Fig. 1: run 1, wire density map
33 x 33 tiles, from dark blue (low) to red (high), scaled to the fullest tile. Values are wire area over tile area, all layers added.
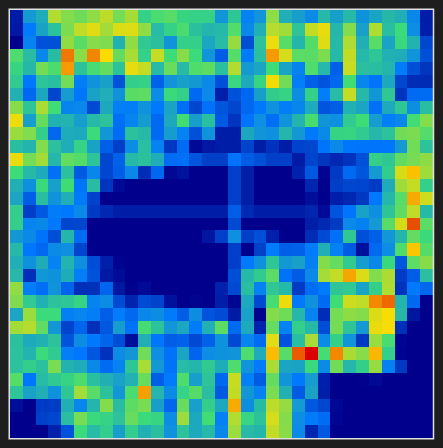
Fig. 2: run 1, placed standard cells
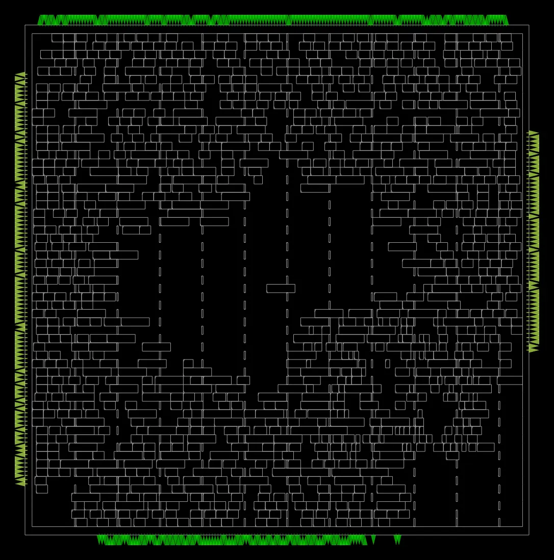
Fig. 3: run 1, routed clock nets over the placement
Scale bar: 50 um.
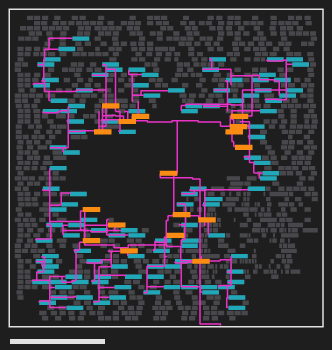
--- src/rtl/alu_sched_pkg.sv ---
// Shared types and widths for the ALU request scheduler.
package alu_sched_pkg;

  localparam int ALU_W = 32;

  typedef enum logic [1:0] {
    IDLE = 2'd0,
    EXEC = 2'd1,
    RESP = 2'd2
  } sched_state_t;

  typedef logic [2:0] alu_op_t;

endpackage

--- src/rtl/rr_arbiter.sv ---
// Combinational round-robin arbiter: the search starts just after ptr and wraps,
// so the requester at ptr (the last one served) has the lowest priority.
module rr_arbiter #(
  parameter int N  = 4,
  parameter int IW = $clog2(N)
) (
  input  logic [N-1:0]  req,
  input  logic [IW-1:0] ptr,
  output logic [N-1:0]  gnt,
  output logic [IW-1:0] gnt_idx
);

  logic [IW-1:0] cand_s;
  logic          found_s;
  logic          hit_s;

  // First requester found walking ptr+1, ptr+2, ... modulo N wins
  always_comb begin
    gnt     = '0;
    gnt_idx = '0;
    cand_s  = '0;
    found_s = 1'b0;
    hit_s   = 1'b0;
    for (int i = 1; i <= N; i++) begin
      cand_s      = IW'((int'(ptr) + i) % N);
      hit_s       = !found_s && req[cand_s];
      gnt[cand_s] = hit_s;
      gnt_idx     = hit_s ? cand_s : gnt_idx;
      found_s     = found_s | hit_s;
    end
  end

endmodule

--- src/rtl/alu_req_scheduler.sv ---
// Shares one fixed-latency ALU between NUM_REQ requesters: round-robin grant,
// registered operand issue, result capture after ALU_LAT cycles, one-hot response.
module alu_req_scheduler
  import alu_sched_pkg::*;
#(
  parameter int NUM_REQ = 4,
  parameter int ALU_LAT = 1
) (
  input  logic                     clk,
  input  logic                     rst,
  input  logic [NUM_REQ-1:0]       req_valid,
  output logic [NUM_REQ-1:0]       req_ready,
  input  logic [NUM_REQ*ALU_W-1:0] req_A,
  input  logic [NUM_REQ*ALU_W-1:0] req_B,
  input  logic [NUM_REQ*3-1:0]     req_opcode,
  output logic [NUM_REQ-1:0]       rsp_valid,
  output logic [ALU_W-1:0]         rsp_result,
  output logic                     rsp_error,
  output logic [ALU_W-1:0]         alu_A,
  output logic [ALU_W-1:0]         alu_B,
  output alu_op_t                  alu_opcode,
  input  logic [ALU_W-1:0]         alu_Result,
  input  logic                     alu_Error,
  output logic                     busy
);

  localparam int IDX_W = $clog2(NUM_REQ);
  localparam int LAT_W = 4;
  localparam logic [LAT_W-1:0] LAT_INIT = LAT_W'(ALU_LAT - 1);

  sched_state_t       state_r;
  sched_state_t       state_s;
  logic [IDX_W-1:0]   rr_ptr_r;
  logic [IDX_W-1:0]   gnt_idx_s;
  logic [NUM_REQ-1:0] gnt_s;
  logic [NUM_REQ-1:0] owner_r;
  logic [LAT_W-1:0]   lat_cnt_r;
  logic               accept_s;

  logic [ALU_W-1:0]   a_arr_s  [NUM_REQ];
  logic [ALU_W-1:0]   b_arr_s  [NUM_REQ];
  alu_op_t            op_arr_s [NUM_REQ];

  for (genvar i = 0; i < NUM_REQ; i++) begin : g_unpack
    assign a_arr_s[i]  = req_A[i*ALU_W +: ALU_W];
    assign b_arr_s[i]  = req_B[i*ALU_W +: ALU_W];
    assign op_arr_s[i] = req_opcode[i*3 +: 3];
  end

  rr_arbiter #(
    .N  (NUM_REQ),
    .IW (IDX_W)
  ) u_arb (
    .req     (req_valid),
    .ptr     (rr_ptr_r),
    .gnt     (gnt_s),
    .gnt_idx (gnt_idx_s)
  );

  // Grant is offered only while idle; held low for the whole of reset
  always_comb begin
    req_ready = '0;
    if (state_r == IDLE && !rst) begin
      req_ready = gnt_s;
    end else begin
      req_ready = '0;
    end
  end

  assign accept_s = |(req_valid & req_ready);
  assign busy     = (state_r != IDLE);

  // Next-state logic for IDLE -> EXEC -> RESP -> IDLE
  always_comb begin
    state_s = state_r;
    case (state_r)
      IDLE: begin
        if (accept_s) state_s = EXEC;
        else          state_s = IDLE;
      end
      EXEC: begin
        if (lat_cnt_r == '0) state_s = RESP;
        else                 state_s = EXEC;
      end
      RESP:    state_s = IDLE;
      default: state_s = IDLE;
    endcase
  end

  // State register
  always_ff @(posedge clk or posedge rst) begin
    if (rst) state_r <= IDLE;
    else     state_r <= state_s;
  end

  // Operand issue, latency count and response capture; rsp_valid pulses in RESP
  always_ff @(posedge clk or posedge rst) begin
    if (rst) begin
      rr_ptr_r   <= IDX_W'(NUM_REQ - 1);
      owner_r    <= '0;
      lat_cnt_r  <= '0;
      alu_A      <= '0;
      alu_B      <= '0;
      alu_opcode <= 3'd0;
      rsp_valid  <= '0;
      rsp_result <= '0;
      rsp_error  <= 1'b0;
    end else begin
      rsp_valid <= '0;
      case (state_r)
        IDLE: begin
          if (accept_s) begin
            alu_A      <= a_arr_s[gnt_idx_s];
            alu_B      <= b_arr_s[gnt_idx_s];
            alu_opcode <= op_arr_s[gnt_idx_s];
            owner_r    <= gnt_s;
            rr_ptr_r   <= gnt_idx_s;
            lat_cnt_r  <= LAT_INIT;
          end else begin
            lat_cnt_r  <= lat_cnt_r;
          end
        end
        EXEC: begin
          if (lat_cnt_r == '0) begin
            rsp_result <= alu_Result;
            rsp_error  <= alu_Error;
            rsp_valid  <= owner_r;
          end else begin
            lat_cnt_r  <= lat_cnt_r - 4'd1;
          end
        end
        default: begin
          lat_cnt_r <= lat_cnt_r;
        end
      endcase
    end
  end

endmodule

--- config.mk ---
export PLATFORM = sky130hd
export DESIGN_NAME = alu_req_scheduler
export DESIGN_NICKNAME = d
export VERILOG_FILES = /design/src/rtl/alu_sched_pkg.sv /design/src/rtl/rr_arbiter.sv /design/src/rtl/alu_req_scheduler.sv
export SDC_FILE = /design/constraint.sdc
export NUM_CORES = 1
export LEC_CHECK = 0
export CORE_AREA = 2 2 162 164
export DETAILED_ROUTE_END_ITERATION = 10
export DIE_AREA = 0 0 164 166
export MAX_ROUTING_LAYER = met4
export PLACE_DENSITY = 0.66
export SYNTH_ARGS = -nofsm -noshare
export SYNTH_HDL_FRONTEND = slang
export SYNTH_SLANG_ARGS = --single-unit
--- constraint.sdc ---
create_clock -name clk -period 3.8 [get_ports clk]
set_input_delay 0.57 -clock clk [delete_from_list [all_inputs] [get_ports clk]]
set_output_delay 0.57 -clock clk [all_outputs]
set_load 0.01 [all_outputs]
==> run summary, run 1 <==
Pleak = 5.77 nW
CTS Buf Count = 17
Simple-Gate Area Share = 0.0466
status = finished clean
Seq. pwr = 2.17 mW
Via density = 4.62
yosys xor share = 0
global-route met1 utilization = 0.209
Reg power frac = 0.200
Min Hold Slack = 462 ps
yosys cell count = 590
area leader, netlist = dfrtp_1
remaining global-route overflow = 0
WL met3 = 1360 um
switch share = 0.369
Floorplan Nets = 904
Seq/Total Area, Yosys = 0.397
dpl cells = 1339
Setup Viol. Count Final = 0
I/O pin count = 416
Post-synth mux share = 0.461
clock network fraction of total power = 0.152
min Tclk post-route = 3670 ps
PwrDens = 850 nW/um^2
layout cells sized above 1 = 0.202
vias = 6343
top cells by count = mux2i_1, dfrtp_1, mux2_2, buf_2, mux2_4
layout clock buffer count = 17
-- Fig. 1 (at the start) --
emptiest ninth of the die	centre
tiles over half the peak	19%
densest ninth of the die	north-west
mean over tiles	0.14
nearly empty tiles	15%

-- Fig. 2 (at the start) --
fin util: 0.500
flop count: 116
fin cells: 1374
FILL cells: 2370
Tapcells: 335

-- Fig. 3 (at the start) --
[magenta] clock wires | length: 1780 um
[orange] clock drivers | count: 17
[cyan] flip-flops | count: 116
routed clock nets	18
flops lie	widely spread

Fig. 4: run 1, sequential cells grouped by signal name
Scale bar: 50 um. Other sequential cells in the stronger grey, the rest of the logic in the fainter grey.
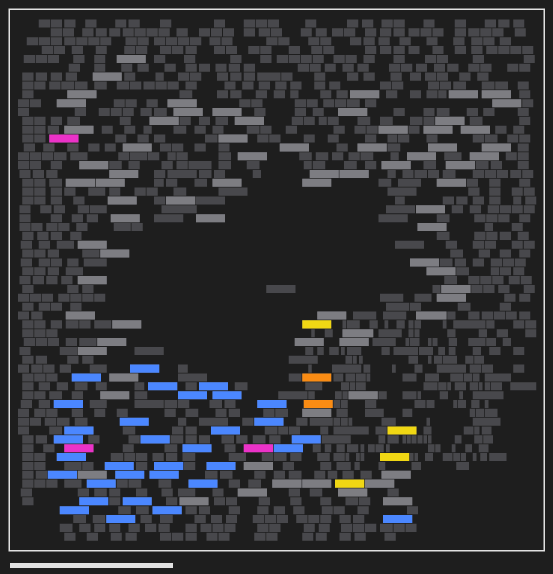

==> inputs of run 2 (changes only) <==
==> constraint.sdc (replaced) <==
create_clock -name clk -period 2.97 [get_ports clk]
set_input_delay 0.4455 -clock clk [delete_from_list [all_inputs] [get_ports clk]]
set_output_delay 0.4455 -clock clk [all_outputs]
set_load 0.01 [all_outputs]
Fig. 5: run 2, sequential cells grouped by signal name
Scale bar: 50 um. Other sequential cells in the stronger grey, the rest of the logic in the fainter grey.
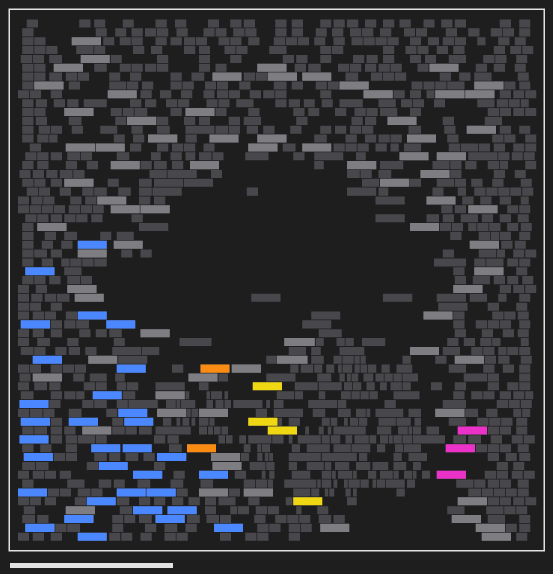
colour	name in the netlist	sequential cells
yellow	owner_r	4
orange	state_r	2
magenta	alu_opcode	3
blue	rsp_result	32
Seq. pwr: 2.79 mW
register area: 2910 um^2
flop share of the area: 0.215
fin util: 0.527

==> run summary, run 2 <==
status = finished with violations (was finished clean)
failing checks = negative setup slack
WL met3 = 2140 um (was 1360 um)
Final WS setup = -337 ps (was 134 ps)
vias = 6569 (was 6343)
layout clock buffer count = 17 (unchanged)
switch share = 0.361 (was 0.369)
Setup Viol. Count Final = 82 (was 0)
startpoint types = register (unchanged)
yosys xor share = 0 (unchanged)
flop count = 116 (unchanged)
Min Hold Slack = 503 ps (was 462 ps)
Tapcells = 335 (unchanged)
remaining global-route overflow = 0 (unchanged)
fin cells = 1415 (was 1374)
top cells by count = mux2i_1, dfrtp_1, mux2_2, buf_2, mux2_4 (unchanged)
global-route met1 utilization = 0.214 (was 0.209)
Reg power frac = 0.183 (was 0.200)
CTS Buf Count = 17 (unchanged)
Simple-Gate Area Share = 0.0466 (unchanged)
PwrDens = 1130 nW/um^2 (was 850 nW/um^2)
Pleak = 6.16 nW (was 5.77 nW)
area leader, netlist = dfrtp_1 (unchanged)
yosys cell count = 590 (unchanged)
Floorplan Nets = 904 (unchanged)
Post-synth mux share = 0.461 (unchanged)
layout cells sized above 1 = 0.247 (was 0.202)
I/O pin count = 416 (unchanged)
Fig. 6: run 2, cell sizes after repair
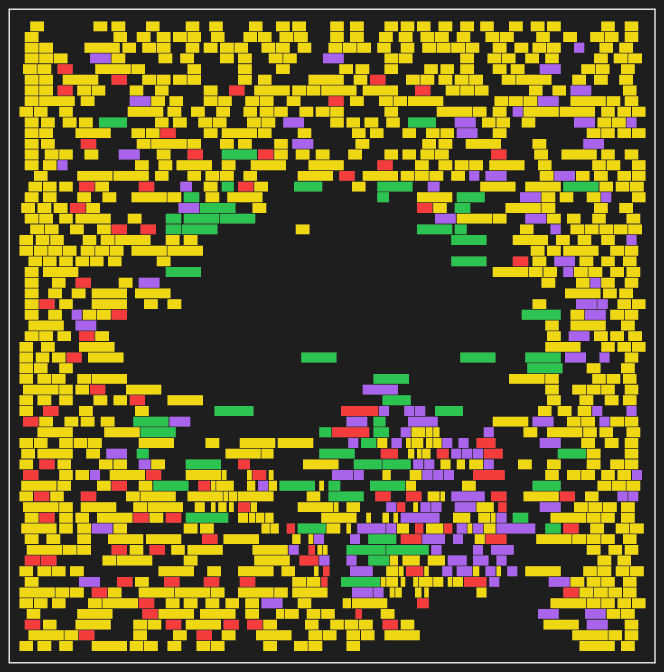
colour	size	cells	most used
yellow	_0 and _1 cells	813	clkdlybuf4s50_1
red	_2 cells	91	mux2_2
green	_6 and larger	58	clkbuf_16
purple	_3 and _4 cells	118	buf_4

Fig. 7: run 2, placed standard cells
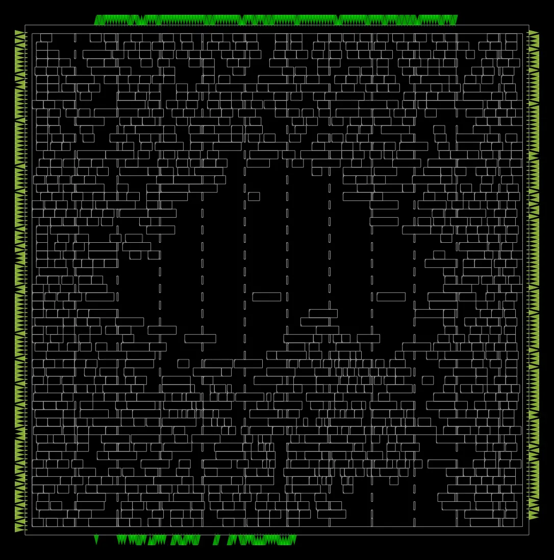

==> inputs of run 3 (changes only) <==
--- a/config.mk
+++ b/config.mk
@@ -5,11 +5,13 @@
 export SDC_FILE = /design/constraint.sdc
 export NUM_CORES = 1
 export LEC_CHECK = 0
-export CORE_AREA = 2 2 162 164
+export ABC_AREA = 1
+export CORE_AREA = 2 2 161 163
+export CTS_CLUSTER_SIZE = 20
 export DETAILED_ROUTE_END_ITERATION = 10
-export DIE_AREA = 0 0 164 166
+export DIE_AREA = 0 0 163 165
 export MAX_ROUTING_LAYER = met4
-export PLACE_DENSITY = 0.66
+export PLACE_DENSITY = 0.67
 export SYNTH_ARGS = -nofsm -noshare
 export SYNTH_HDL_FRONTEND = slang
 export SYNTH_SLANG_ARGS = --single-unit
Fig. 8: run 3, placed standard cells
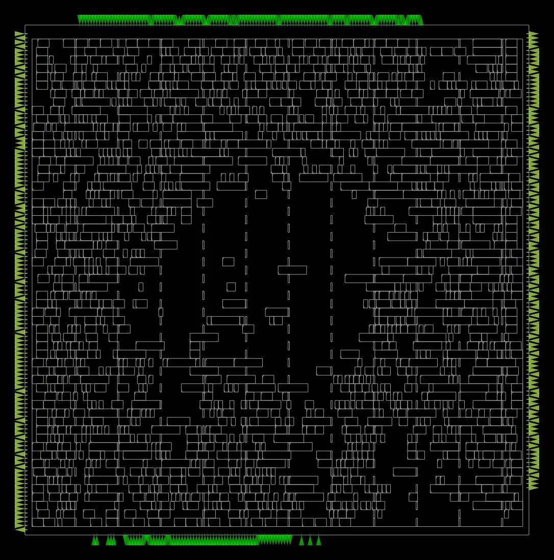
fin cells: 1875
core footprint: 25000 um^2
fin util: 0.511
num rows: 58
FILL cells: 2471

==> run summary, run 3 <==
global-route met1 utilization = 0.244 (was 0.214)
I/O pin count = 416 (unchanged)
Seq. pwr = 2.81 mW (was 2.79 mW)
status = finished clean (was finished with violations)
WL met3 = 1950 um (was 2140 um)
Tapcells = 330 (was 335)
Pleak = 6.34 nW (was 6.16 nW)
yosys cell count = 1115 (was 590)
Max Slew Vio Count = 0 (unchanged)
Min Hold Slack = 472 ps (was 503 ps)
yosys xor share = 0 (unchanged)
Seq/Total Area, Yosys = 0.388 (was 0.397)
layout cells sized above 1 = 0.0687 (was 0.247)
clock network fraction of total power = 0.125 (was 0.141)
top cells by count = nand2_1, inv_1, o211ai_1, dfrtp_1, buf_2 (was mux2i_1, dfrtp_1, mux2_2, buf_2, mux2_4)
area leader, netlist = dfrtp_1 (unchanged)
Inverters excl. clock = 164 (was 12)
Simple-Gate Area Share = 0.323 (was 0.0466)
Final WS setup = 234 ps (was -337 ps)
startpoint types = register (unchanged)
Setup Viol. Count Final = 0 (was 82)
Post-synth mux share = 0 (was 0.461)
layout clock buffer count = 19 (was 17)
switch share = 0.489 (was 0.361)
flop share of the area = 0.227 (was 0.215)
vias in the first global route = 8237 (was 6835)
PwrDens = 1310 nW/um^2 (was 1130 nW/um^2)
CTS Buf Count = 17 (unchanged)
Via density = 4.53 (was 4.64)
CP startpoint = rr_ptr_r[1]$_DFFE_PP1P_ (was rr_ptr_r[0]$_DFFE_PP1P_)
Fig. 9: run 3, wire density map
33 x 33 tiles, from dark blue (low) to red (high), scaled to the fullest tile. Values are wire area over tile area, all layers added.
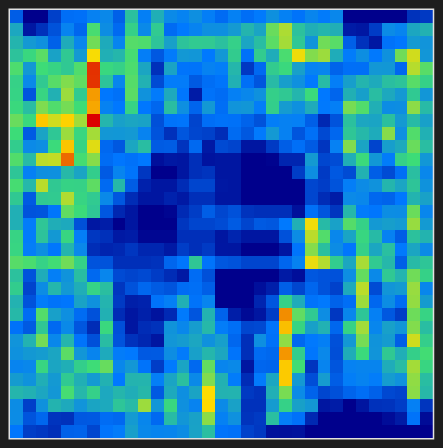
densest ninth of the die	north-west
tiles over half the peak	11%
fullest tile	0.61
emptiest ninth of the die	centre
mean over tiles	0.18

Power is estimated from default activity; no workload was simulated.
